Fig. 1: run 1, met1 routing
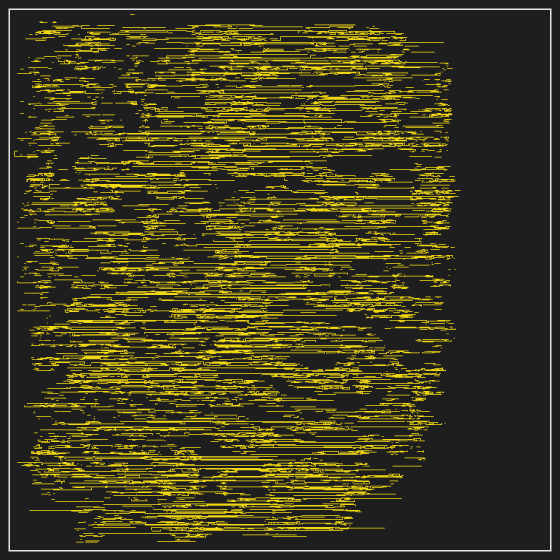
Fig. 2: run 1, the clock network
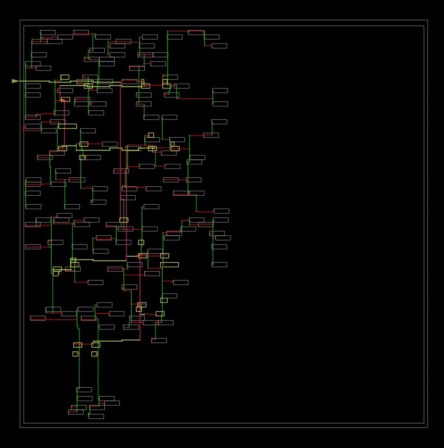
Fig. 3: run 1, met3 routing
Scale bar: 50 um.
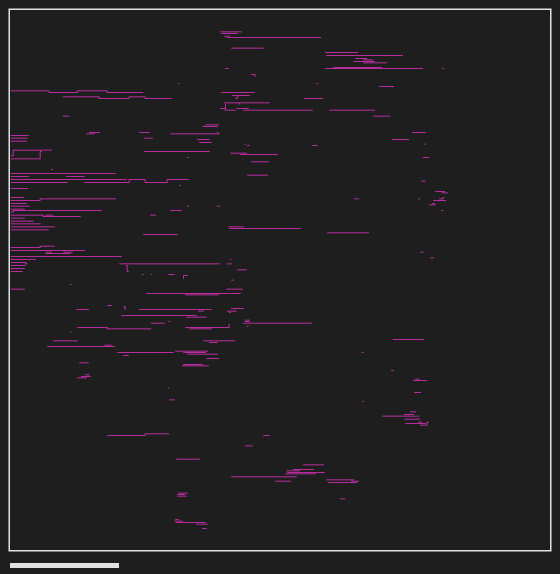
Design jacobi_solver_flat, sky130hd; sources not shown.
==> summary.txt, run 1 <==
TNS Setup = 0 ns
Synth Flop Type = dfrtp_1
layout cell share with drive strength beyond 1 = 6.38%
Detailed Routing Iterations Pass 1 = 5
Seq/Total Area, Yosys = 19.8%
period utilization = 53.1%
cells after synthesis = 2111
unrepaired setup endpoints after global routing = no
logic area = 0.0131 sq mm
vias per inst = 5.42
Slew Limit Fails = 0
post-synth cell types = 90
status = finished, final reports clean
Syn Area/Cell = 8.49 sq um
f_max = 47.7 MHz
Synth Area in Adders = 22.4%
yosys synthesis chip area = 0.0179 sq mm
chip width = 248 um
Worst Path Buf+Inv = 1
Ports = 65
clk root buf = clkbuf_8
CTS tree = done
Notes on Fig. 1 above:
The layer holds 49% of the routed length. 2254 nets have wire on it. The wires run mostly horizontal.
Routed WL: 61400 um
grt met1 use: 28.2%
vias post-DR: 15400

Notes on Fig. 2 above:
TritonCTS Buffers: 17
clk sinks: 142
worst skew pair latency: 0.49 ns
Flop Count: 142

Notes on Fig. 3 above:
The wires run mostly horizontal. The layer carries 2180 um of wire.
met3 Use GR: 2.59%

## run 1: cells by family (layout without fill, tap and decap cells)
kind of cell,after synthesis,after routing
flops,142,142
compound gates,635,635
xor+xnor,133,133
mux,127,127
simple gates,433,433
buf+inv,335,294
fa+ha+maj,306,306
## run 1: metal layers
metal / global-route usage (%) / wire length, um / up-vias
met2: 32.9 / 28500 / 354
met3: 2.59 / 2180 / 48
li1: - / - / 7460
met1: 28.2 / 29800 / 7553
met5: 0 / 0 / -
met4: 3.73 / 883 / 0
## run 1: cell usage after synthesis (9+ instances only)
| cell | n | area, sq um |
|---|---|---|
| o22a_1 | 15 | 131 |
| xnor2_1 | 98 | 858 |
| a31oi_1 | 13 | 81.3 |
| o21ai_0 | 142 | 711 |
| a211oi_1 | 21 | 158 |
| clkbuf_1 | 61 | 229 |
| a22o_1 | 11 | 96.3 |
| mux4_2 | 16 | 360 |
| and3_1 | 9 | 56.3 |
| nor2_1 | 144 | 541 |
| fa_1 | 24 | 480 |
| a22oi_1 | 84 | 631 |
| o31ai_1 | 19 | 143 |
| nand4_1 | 17 | 106 |
| o21bai_1 | 21 | 158 |
| a21o_1 | 45 | 338 |
| mux2i_1 | 67 | 671 |
| nand2b_1 | 19 | 119 |
| a21oi_1 | 141 | 706 |
| ha_1 | 282 | 3530 |
| nand3_1 | 41 | 205 |
| o22ai_1 | 14 | 87.6 |
| nor3_1 | 22 | 110 |
| dfrtp_1 | 141 | 3530 |
| xor2_1 | 35 | 307 |
| o21a_1 | 15 | 113 |
| nand2_1 | 105 | 394 |
| nor2b_1 | 26 | 163 |
| buf_1 | 9 | 33.8 |
| inv_1 | 254 | 953 |
| mux2_2 | 41 | 462 |
## run 1: area by class of cell
cell class | count | share of cell area [%]
timing repair buffer | 7 | 0.276
clock buffer | 18 | 1.30
clock inverter | 14 | 0.829
inverter | 255 | 5.06
multi-input combinational | 1634 | 68.8
tap | 773 | 5.08
sequential | 142 | 18.7
## run 1: metrics by stage
step	cell area, sq um	util (%)	setup slack [ns]	cells
2_1_floorplan	17900	-	22.00	2111
3_3_place_gp	18600	31.5	18.79	2811
3_5_place_dp	18600	31.5	18.51	2811
4_1_cts	19000	32.2	18.41	2843
5_1_grt	19000	32.2	16.76	2843
6_report	19000	32.2	18.52	2843
Fig. 4: run 1, placed cells, one color a class
Fill, decap, tap and diode cells in gray.
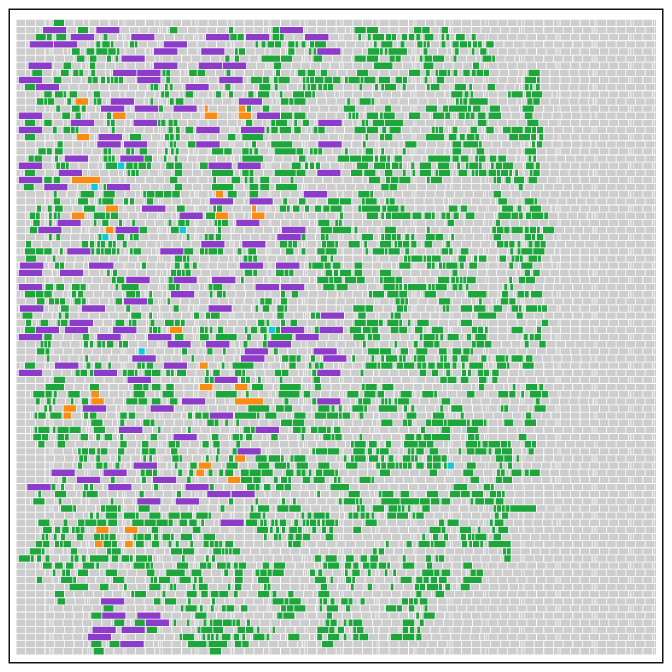

==> inputs of run 2 (changes only) <==
==> constraint.sdc (replaced) <==
create_clock -name clk -period 19.4 [get_ports clk]
set_clock_uncertainty 0.2 [all_clocks]
set_input_delay 3.88 -clock clk [delete_from_list [all_inputs] [get_ports clk]]
set_output_delay 3.88 -clock clk [all_outputs]
set_load 0.02 [all_outputs]
Fig. 5: run 2, placed cells, one color a class
Fill, decap, tap and diode cells in gray.
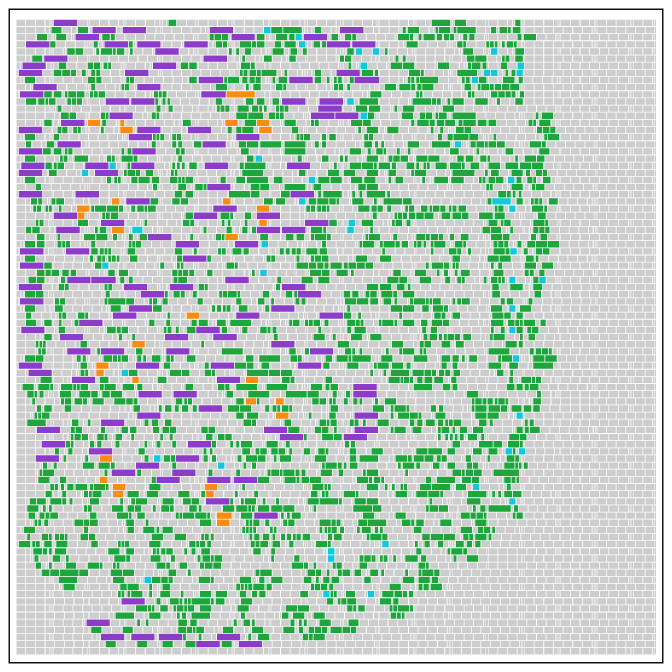
Key: clock drivers and dummy loads = orange [cells 32, share of their area 2.1%]; flip-flops = purple [cells 142, share of their area 19%]; other buffers and delay cells = cyan [cells 49, share of their area 2.1%]; all other logic = green [cells 1891, share of their area 77%]
row count: 89
Finished Core Util: 33.1%
sequential share of cell area: 18.2%
final instance area: 0.0196 sq mm
Core Region: 0.0590 sq mm

Fig. 6: run 2, met1 routing
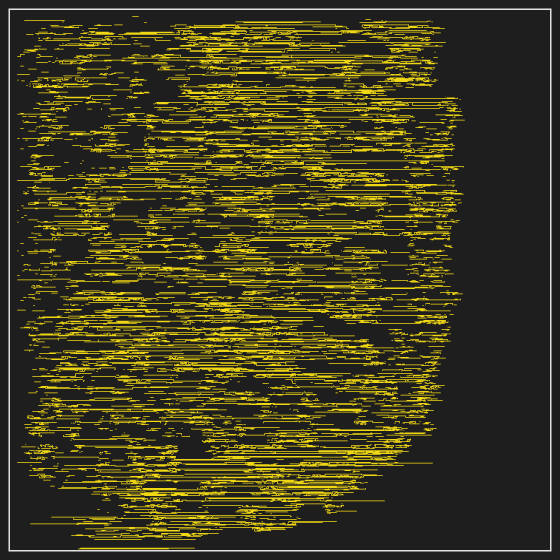
The longest straight run is 69.0 um. The layer carries 29.4 mm of wire.
grt met1 use: 28.0%
vias post-DR: 15700
Routed WL: 63000 um

==> run 2 against run 1 <==
Net effect: worst hold slack worse by 0.0012 ns; sequential cell count is the same; global-route usage rose by 0.22 points; cell count is 1.5% higher; routed wire length up 2.6%; non-clock buffer count up 42; register-to-register slack worse by 17 ns; count of clock-buffer cells in the layout did not move; largest cell class unchanged.
==> summary.txt, run 2 <==
most frequent cells after synthesis = ha_1, inv_1, nor2_1, o21ai_0
top cells, area = dfrtp_1, ha_1, inv_1
grt peak-use layer = met2
CTS tree = done
Detailed Routing Iterations Pass 1 = 5
period utilization = 93.6%
Ports = 65
non-filler instance count after layout = 2887
Inst Count DP = 2833
clk sinks = 142
worst skew pair latency = 0.50 ns
status = finished, final reports clean
layout cell share with drive strength beyond 1 = 10.3%
clk root buf = clkbuf_8
cells after synthesis = 2111
post-synth cell types = 90
## run 2: cell counts after synthesis
No cell type changed its count.
## run 2: cell families after synthesis
logic type,synth area share (%)
simple gates,11.8
xor+xnor,6.50
flops,19.8
fa+ha+maj,22.4
mux,8.57
compound gates,23.7
buf+inv,7.28
## run 2: routing by layer
metal / wire (um) / part of all wire (%)
met1: 29400 / 47
met4: 1430 / 2.3
met5: 0 / 0
met3: 3050 / 4.8
met2: 29100 / 46
## run 2: metrics by stage
stage	area [sq um]	worst slack, ns
5_1_grt	19600	-0.0944
2_1_floorplan	17900	1.90
3_3_place_gp	18800	0.215
4_1_cts	19200	0.0279
6_report	19600	1.24
3_5_place_dp	18800	-0.0437
## run 2: what timing repair did
action | 4_1_cts | 5_1_grt
gates resized | 2 | 48
pin swaps | 2 | 13
setup endpoints to repair | 11 | 13
buffers inserted | 2 | 18
cloned | 0 | 2
hold buffers | 0 | 0
## run 2: final cells by class
class	instances	area (sq um)
tap	773	967
timing repair buffer	49	384
clock inverter	14	150
multi-input combinational	1636	13300
inverter	255	966
fill	6227	39500
sequential	142	3560
clock buffer	18	248
## run 2: worst max-delay path: cells and delay by family, from the launching register on
family | cells | cell delay, ns
compound gates | 35 | 6.25
xor+xnor | 2 | 0.34
fa+ha+maj | 12 | 3.37
buf+inv | 9 | 1.39
flops | 1 | 0.47
mux | 5 | 1.40
simple gates | 31 | 4.60
